--- config.mk ---
export PLATFORM = sky130hd
export DESIGN_NAME = ppu_mem_loader
export DESIGN_NICKNAME = d
export VERILOG_FILES = /design/src/rtl/ppu_mem_pkg.sv /design/src/rtl/ppu_mem_loader.sv
export SDC_FILE = /design/constraint.sdc
export NUM_CORES = 1
export LEC_CHECK = 0
export ABC_AREA = 1
export CAP_MARGIN = 25
export CORE_ASPECT_RATIO = 0.6
export CORE_MARGIN = 4
export CORE_UTILIZATION = 25
export CTS_CLUSTER_DIAMETER = 120
export DETAILED_ROUTE_END_ITERATION = 8
export GPL_TIMING_DRIVEN = 0
export PLACE_DENSITY = 0.53
export REMOVE_ABC_BUFFERS = 1
export SETUP_SLACK_MARGIN = 0.2
export SYNTH_ARGS = -nofsm -noshare
export SYNTH_HDL_FRONTEND = slang
export SYNTH_SLANG_ARGS = --single-unit
--- constraint.sdc ---
create_clock -name clk -period 8.1 [get_ports clk]
set_clock_uncertainty 0.15 [all_clocks]
set_input_delay 2.025 -clock clk [delete_from_list [all_inputs] [get_ports clk]]
set_output_delay 2.025 -clock clk [all_outputs]
set_load 0.01 [all_outputs]
--- src/rtl/ppu_mem_pkg.sv ---
// Shared definitions for the PPU memory preload/verify slice.
//   - channel index constants
//   - loader FSM state enum
//   - pack_entry(): builds a {ch, addr, data} listing word at default widths
//   - LIST_ROM: listing contents used by ppu_mem_list_rom
package ppu_mem_pkg;

  localparam int CH_VRAM  = 0;
  localparam int CH_SPRAM = 1;
  localparam int CH_PAL   = 2;

  // Default field widths of a listing entry
  localparam int PKG_CH_W   = 2;
  localparam int PKG_ADDR_W = 16;
  localparam int PKG_DATA_W = 8;
  localparam int ENTRY_W    = PKG_CH_W + PKG_ADDR_W + PKG_DATA_W;

  typedef enum logic [2:0] {
    ST_IDLE,
    ST_FETCH,
    ST_ISSUE,
    ST_CHECK,
    ST_DONE
  } loader_state_t;

  function automatic logic [ENTRY_W-1:0] pack_entry(
    input logic [PKG_CH_W-1:0]   ch,
    input logic [PKG_ADDR_W-1:0] addr,
    input logic [PKG_DATA_W-1:0] data
  );
    return {ch, addr, data};
  endfunction

  // Listing contents; element [0] is the rightmost term.
  // Entry 3 carries channel 3, which is invalid for a 2-channel loader.
  localparam int LIST_DEPTH = 8;
  localparam logic [LIST_DEPTH-1:0][ENTRY_W-1:0] LIST_ROM = {
    pack_entry(2'(CH_VRAM),  16'h0001, 8'h02),  // 7
    pack_entry(2'(CH_VRAM),  16'h3F00, 8'h0F),  // 6
    pack_entry(2'(CH_SPRAM), 16'h00FF, 8'h80),  // 5
    pack_entry(2'(CH_PAL),   16'h0040, 8'h3C),  // 4
    pack_entry(2'd3,         16'h1234, 8'hAA),  // 3
    pack_entry(2'(CH_SPRAM), 16'h0005, 8'h01),  // 2
    pack_entry(2'(CH_VRAM),  16'h2000, 8'h01),  // 1
    pack_entry(2'(CH_VRAM),  16'h0000, 8'hFF)   // 0
  };

endpackage

--- src/rtl/ppu_mem_loader.sv ---
// Preload/verify engine for PPU memories. Walks num_entries listing words
// {ch, addr, data}; in load mode writes each to its channel, in verify mode
// reads it back and counts mismatches. Entries naming a channel >= NUM_CH
// issue nothing and count as errors.
//   start/mode/num_entries : pass request (sampled when idle)
//   busy/done              : pass status
//   err_count/first_err_idx: saturating error count, index of first error
//   list_addr/list_data    : listing ROM port (1-cycle latency)
//   mem_*                  : per-channel strobe/addr/data with ready handshake
module ppu_mem_loader
  import ppu_mem_pkg::*;
#(
  parameter int NUM_CH  = 2,
  parameter int CH_W    = 2,
  parameter int ADDR_W  = 16,
  parameter int DATA_W  = 8,
  parameter int LIST_AW = 8,
  parameter int ERR_W   = 8
) (
  input  logic                           clk,
  input  logic                           rst,
  input  logic                           start,
  input  logic                           mode,
  input  logic [LIST_AW:0]               num_entries,
  output logic                           busy,
  output logic                           done,
  output logic [ERR_W-1:0]               err_count,
  output logic [LIST_AW-1:0]             first_err_idx,
  output logic [LIST_AW-1:0]             list_addr,
  input  logic [CH_W+ADDR_W+DATA_W-1:0]  list_data,
  output logic [NUM_CH-1:0]              mem_wr_en,
  output logic [NUM_CH-1:0]              mem_rd_en,
  output logic [NUM_CH-1:0][ADDR_W-1:0]  mem_addr,
  output logic [NUM_CH-1:0][DATA_W-1:0]  mem_wdata,
  input  logic [NUM_CH-1:0][DATA_W-1:0]  mem_rdata,
  input  logic [NUM_CH-1:0]              mem_ready
);

  loader_state_t state, state_nx;

  logic               mode_r;
  logic [LIST_AW:0]   idx, num_r, idx_inc;
  logic [CH_W-1:0]    e_ch;
  logic [ADDR_W-1:0]  e_addr;
  logic [DATA_W-1:0]  e_data;
  logic [NUM_CH-1:0]  sel;
  logic               ch_ok, rdy_sel, accept, last, next_ent, inc_err;
  logic [DATA_W-1:0]  rdata_sel;
  logic [NUM_CH-1:0][ADDR_W-1:0] addr_hold;
  logic [NUM_CH-1:0][DATA_W-1:0] wdata_hold;

  // ROM address tracks idx directly, so list_data stays stable for the
  // whole ISSUE/CHECK stretch of an entry.
  assign list_addr = idx[LIST_AW-1:0];
  assign {e_ch, e_addr, e_data} = list_data;
  assign idx_inc = idx + 1'b1;
  assign last    = (idx_inc == num_r);

  // Per-channel decode; the channel being issued drives the live entry
  // fields, all others show their last issued values.
  for (genvar c = 0; c < NUM_CH; c++) begin : g_ch
    assign sel[c]       = (e_ch == CH_W'(c));
    assign mem_addr[c]  = (state == ST_ISSUE && sel[c]) ? e_addr : addr_hold[c];
    assign mem_wdata[c] = (state == ST_ISSUE && sel[c]) ? e_data : wdata_hold[c];

    always_ff @(posedge clk or posedge rst)
      if (rst) begin
        addr_hold[c]  <= '0;
        wdata_hold[c] <= '0;
      end else if (state == ST_ISSUE && sel[c]) begin
        addr_hold[c]  <= e_addr;
        wdata_hold[c] <= e_data;
      end
  end

  assign ch_ok   = |sel;
  assign rdy_sel = |(mem_ready & sel);
  assign accept  = (state == ST_ISSUE) && ch_ok && rdy_sel;

  always_comb begin
    rdata_sel = '0;
    for (int c = 0; c < NUM_CH; c++)
      if (sel[c]) rdata_sel = mem_rdata[c];
  end

  // State register
  always_ff @(posedge clk or posedge rst)
    if (rst) state <= ST_IDLE;
    else     state <= state_nx;

  // Next state
  always_comb begin
    state_nx = state;
    case (state)
      ST_IDLE:  if (start) state_nx = (num_entries == '0) ? ST_DONE : ST_FETCH;
      ST_FETCH: state_nx = ST_ISSUE;
      ST_ISSUE:
        if (!ch_ok)      state_nx = last ? ST_DONE : ST_FETCH;
        else if (accept) state_nx = mode_r ? ST_CHECK : (last ? ST_DONE : ST_FETCH);
      ST_CHECK: state_nx = last ? ST_DONE : ST_FETCH;
      ST_DONE:  state_nx = ST_IDLE;
      default:  state_nx = ST_IDLE;
    endcase
  end

  // Outputs: strobes are pure state decode so reset kills them immediately
  always_comb begin
    mem_wr_en = '0;
    mem_rd_en = '0;
    inc_err   = 1'b0;
    next_ent  = 1'b0;
    busy      = state inside {ST_FETCH, ST_ISSUE, ST_CHECK};
    case (state)
      ST_ISSUE:
        if (ch_ok) begin
          if (mode_r) mem_rd_en = sel;
          else        mem_wr_en = sel;
          next_ent = accept && !mode_r;
        end else begin
          inc_err  = 1'b1;
          next_ent = 1'b1;
        end
      ST_CHECK: begin
        inc_err  = (rdata_sel != e_data);
        next_ent = 1'b1;
      end
      default: ;
    endcase
  end

  // Pass bookkeeping
  always_ff @(posedge clk or posedge rst)
    if (rst) begin
      mode_r        <= 1'b0;
      num_r         <= '0;
      idx           <= '0;
      err_count     <= '0;
      first_err_idx <= '0;
      done          <= 1'b0;
    end else if (state == ST_IDLE && start) begin
      mode_r        <= mode;
      num_r         <= num_entries;
      idx           <= '0;
      err_count     <= '0;
      first_err_idx <= '0;
      done          <= (num_entries == '0);
    end else begin
      if (next_ent) idx <= idx_inc;
      if (inc_err && err_count != '1) err_count <= err_count + 1'b1;
      if (inc_err && err_count == '0) first_err_idx <= idx[LIST_AW-1:0];
      if (state_nx == ST_DONE) done <= 1'b1;
    end

endmodule

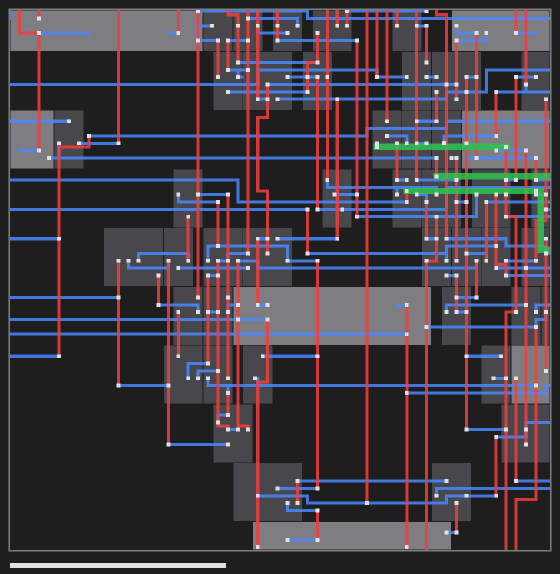
run_1/zoom.png
The bar under the picture is 10 um long. Region (32, 15) to (57, 40) um. Cells in gray, sequential cells in the stronger gray; small squares are vias.
[met2] red
[met3] green
[met1] blue
cells with their middle in the window: 42
netlist names of flops here include: `idx` (1), `num_r` (1)
most frequent: nand2_1 (18), nand3_1 (6), inv_1 (5)
sequential cells in the window: 2

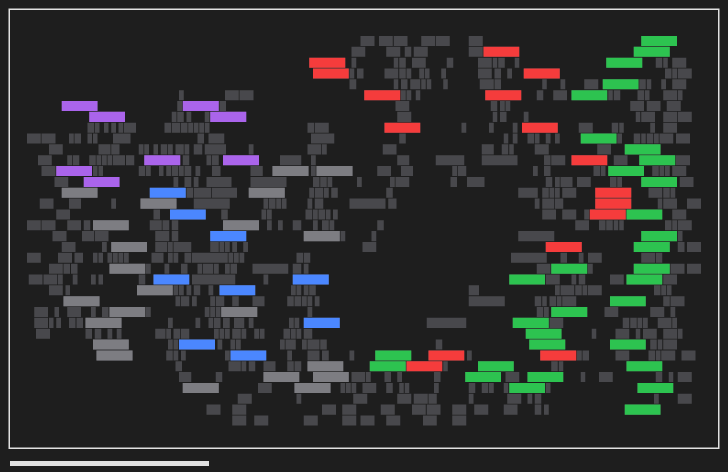
run_1/registers.png
The bar under the picture is 50 um long. Other sequential cells in the stronger gray, the rest of the logic in the fainter gray.
[`err_count`] purple | placed flops: 8
[`wdata_hold`] red | placed flops: 16
[`addr_hold`] green | placed flops: 32 | where: a column on the right
[`idx`] blue | placed flops: 9
Finished Core Util: 37.29%
Seq. pwr: 0.737 mW

==> impl_metrics.csv, run 1 <==
group,metric,value,unit
outcome,status,"finished, final reports clean",
placement,dp.cells,874,
timing,setup_violations,0,
logic_synthesis,syn_area_per_cell,8.081,um^2
cts,cts_tree,"done",
critical_path,endpoint_kind,"output pin",
critical_path,path_max_fanout,50,
die,die_w,177.6,um
global_routing,antenna_found_initial,0,
timing,maxSlewHeadroom,42.16,%
global_routing,grt_max_degree,51,
power_and_ir_drop,p_leak,2.833,nW
route,ant_nets,0,
finish,comb_area,1748,um^2
hold_path,holdPathEnd,"addr_hold[26]",
route,wl_met3,973,um
route,routed_wl,13.28,mm
critical_path,cpPeakStageDelay,0.64,ns
logic_synthesis,yosysTopAreaCell,"dfrtp_1",
cts,cts_made_buffers,9,
cts,cts.clk_slew.worst_paths,0.06,ns
critical_path,r2r-end,"idx[3]",
die,initCoreUtil,26.03,%
route,dr_total_vias,3991,
placement,dp_slack,1.088,ns
global_routing,gr-usage-met3,4.055,%
die,tap_cells,228,
timing,fin_ws,1.135,ns
finish,regArea,2177,um^2
die,die_h,109.8,um
finish,nets,717,
timing,slew_violations,0,
logic_synthesis,synth_dominant_cell_count,"nand2_1",
finish,n_antenna_cell,0,
finish,area_share_clock_buf_inv,4.980,%
logic_synthesis,ys_area,4315,um^2
finish,buf_share,22.96,%
finish,flop-count,87,
finish,nNonClkBuffers,138,
critical_path,required,5.93,ns
timing,max_freq,143.6,MHz
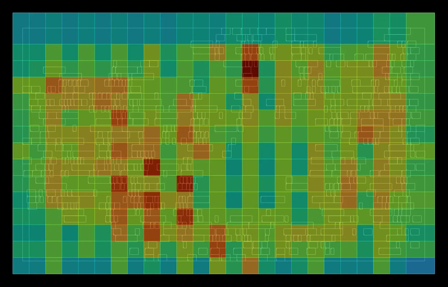
run_1/final_congestion.png
GR peak layer: met2
Total GRT Usage: 13.89%
met2 GRT Util: 20.72%

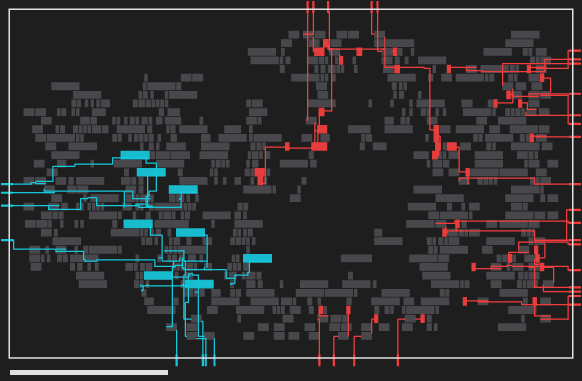
run_1/port_nets.png
The bar under the picture is 50 um long.
[`list_addr`] cyan | bits: 8 | direction: output | edge: 4 left, 4 bottom | end cells: 8 | wire: 545 um
[`list_data`] red | bits: 26 | direction: input | edge: 17 right, 5 top, 4 bottom | end cells: 41 | wire: 856 um
I/O pin cnt: 135
port buffer count: 134

[run 1: where the power goes]
part           switching (mW)  internal [mW]  leakage (nW)
clock network           0.181          0.249         0.149
registers               0.113          0.625          1.11
logic                   0.543          0.489          1.57
total                   0.837           1.36          2.83
[run 1: state kept, by name (all words and copies together), names as in the netlist]
register       cells
num_r              9
mode_r             1
state              3
done               1
first_err_idx      8
err_count          8
wdata_hold        16
idx                9
addr_hold         32
[run 1: kinds of logic (layout without fill, tap and decap cells)]
kind of cell | Yosys count | after routing | share of synthesized area (%)
and+or+nand+nor | 261 | 261 | 26.99
buffers and inverters | 89 | 217 | 9.220
xor gates and xnor gates | 7 | 7 | 1.421
AOI/OAI and AO/OA | 87 | 87 | 11.05
DFF | 87 | 87 | 50.45
adders and majority gates | 3 | 3 | 0.8699
==> inputs of run 2 (changes only) <==
--- a/config.mk
+++ b/config.mk
@@ -16,6 +16,7 @@
 export PLACE_DENSITY = 0.53
 export REMOVE_ABC_BUFFERS = 1
 export SETUP_SLACK_MARGIN = 0.2
+export SLEW_MARGIN = 0
 export SYNTH_ARGS = -nofsm -noshare
 export SYNTH_HDL_FRONTEND = slang
 export SYNTH_SLANG_ARGS = --single-unit
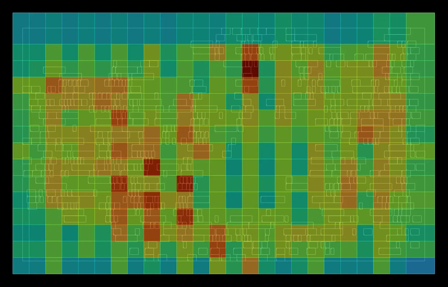
run_2/final_congestion.png
M3 GR Usage: 4.055%
Global Route met1 Usage: 20.27%

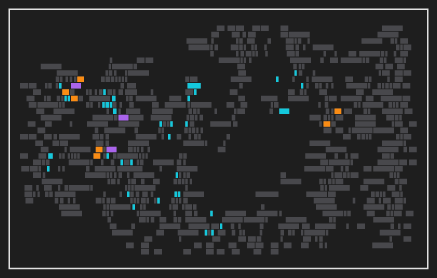
run_2/gate_families.png
[adder and majority cells] purple | cells: 3 | most used: ha_1
[NOR gates] cyan | cells: 35 | most used: nor2_1
[XOR/XNOR gates] orange | cells: 7 | most used: xor2_1
Commonest Layout Cell: nand2_1
Non-Filler Instances: 890
Comb/total area: 28.28%

==> run 2 against run 1 <==
  * Sequential cell count stayed put
  * Power did not move
  * Final cell count stayed put
==> impl_metrics.csv, run 2 <==
group,metric,value,unit
die,die_h,109.8,um
critical_path,path_max_fanout,50,
finish,top_register,"addr_hold",
finish,largest_register_ffs,32,
finish,nNonClkBuffers,138,
power_and_ir_drop,p_switching,0.8374,mW
logic_synthesis,netlist_logic_family_top,"simple AND/OR/NAND/NOR gates",
route,ant_nets,0,
placement,placement.io_buffers,134,
power_and_ir_drop,pwr-share-clk,19.6,%
finish,flop-count,87,
die,initCoreUtil,26.03,%
timing,slew_violations,0,
logic_synthesis,ys_sh_aoi,11.05,%
power_and_ir_drop,seqPwrFrac,33.5,%
finish,area_share_clock_buf_inv,4.980,%
critical_path,cpPeakStageDelay,0.64,ns
die,io_pins,135,
finish,top_regs,"addr_hold: 32 flops, wdata_hold: 16 flops",
logic_synthesis,simple_gate_area_share,26.99,%
power_and_ir_drop,p_comb_share,46.9,%
logic_synthesis,synth_xor_xnor_area_share,1.421,%
power_and_ir_drop,p_seq,0.737,mW
power_and_ir_drop,internal_power,1.363,mW
cts,cts.clk_slew.worst_paths,0.06,ns
power_and_ir_drop,swShare,38.06,%
finish,comb_area,1748,um^2
timing,maxSlewHeadroom,42.16,%
die,die_w,177.6,um
logic_synthesis,synthMuxAreaShare,0,%
global_routing,grt.total_usage,13.89,%
cts,cts_made_buffers,9,
logic_synthesis,yosysTopAreaCell,"dfrtp_1",
logic_synthesis,synth_dominant_cell_count,"nand2_1",
timing,max_freq,143.6,MHz
power_and_ir_drop,p_leak,2.833,nW
hold_path,holdPathEnd,"addr_hold[26]",
route,dr_total_vias,3991,
logic_synthesis,synth-adder-area-share,0.8698,%
finish,regArea,2177,um^2
power_and_ir_drop,top_power_group,"combinational logic",
global_routing,grt-busiest-layer,"met2",
logic_synthesis,syn_area_per_cell,8.081,um^2
global_routing,use_met2,20.72,%
outcome,status,"finished, final reports clean",
logic_synthesis,ys_area,4315,um^2
critical_path,r2r-end,"idx[3]",
finish,nets,717,
die,tap_cells,228,
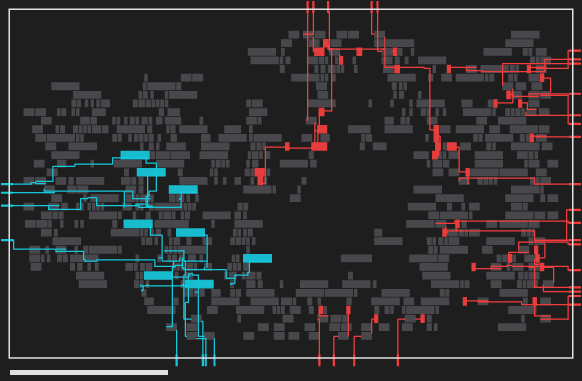
run_2/port_nets.png
The bar under the picture is 50 um long.
[`list_data`] red | bits: 26 | direction: input | edge: 17 right, 5 top, 4 bottom | end cells: 41 | wire: 856 um
[`list_addr`] cyan | bits: 8 | direction: output | edge: 4 left, 4 bottom | end cells: 8 | wire: 545 um

-- run 2: per-stage QoR --
step / setup slack, ns / cells / cell area [um^2] / utilization (%)
6_report: 1.135 / 890 / 6181 / 37.29
3_5_place_dp: 1.088 / 874 / 5873 / 35.43
4_1_cts: 1.084 / 890 / 6181 / 37.29
2_1_floorplan: 2.362 / 508 / 4159 / -
3_3_place_gp: 0.3520 / 870 / 5786 / 34.90
5_1_grt: 0.8791 / 890 / 6181 / 37.29
-- run 2: how the worst max path moves through the flow --
stage                             start           end  slack, ns
final                     list_data[24]   mem_addr[8]       1.14
after global routing      list_data[24]   mem_addr[8]       0.88
after CTS                 list_data[24]   mem_addr[8]       1.08
after detailed placement  list_data[24]   mem_addr[8]       1.09
after global placement    list_data[24]  mem_addr[20]       0.35
after floorplan           list_data[25]  mem_addr[16]       2.36
Power figures rest on the tool's default switching activity, not on a simulated workload.
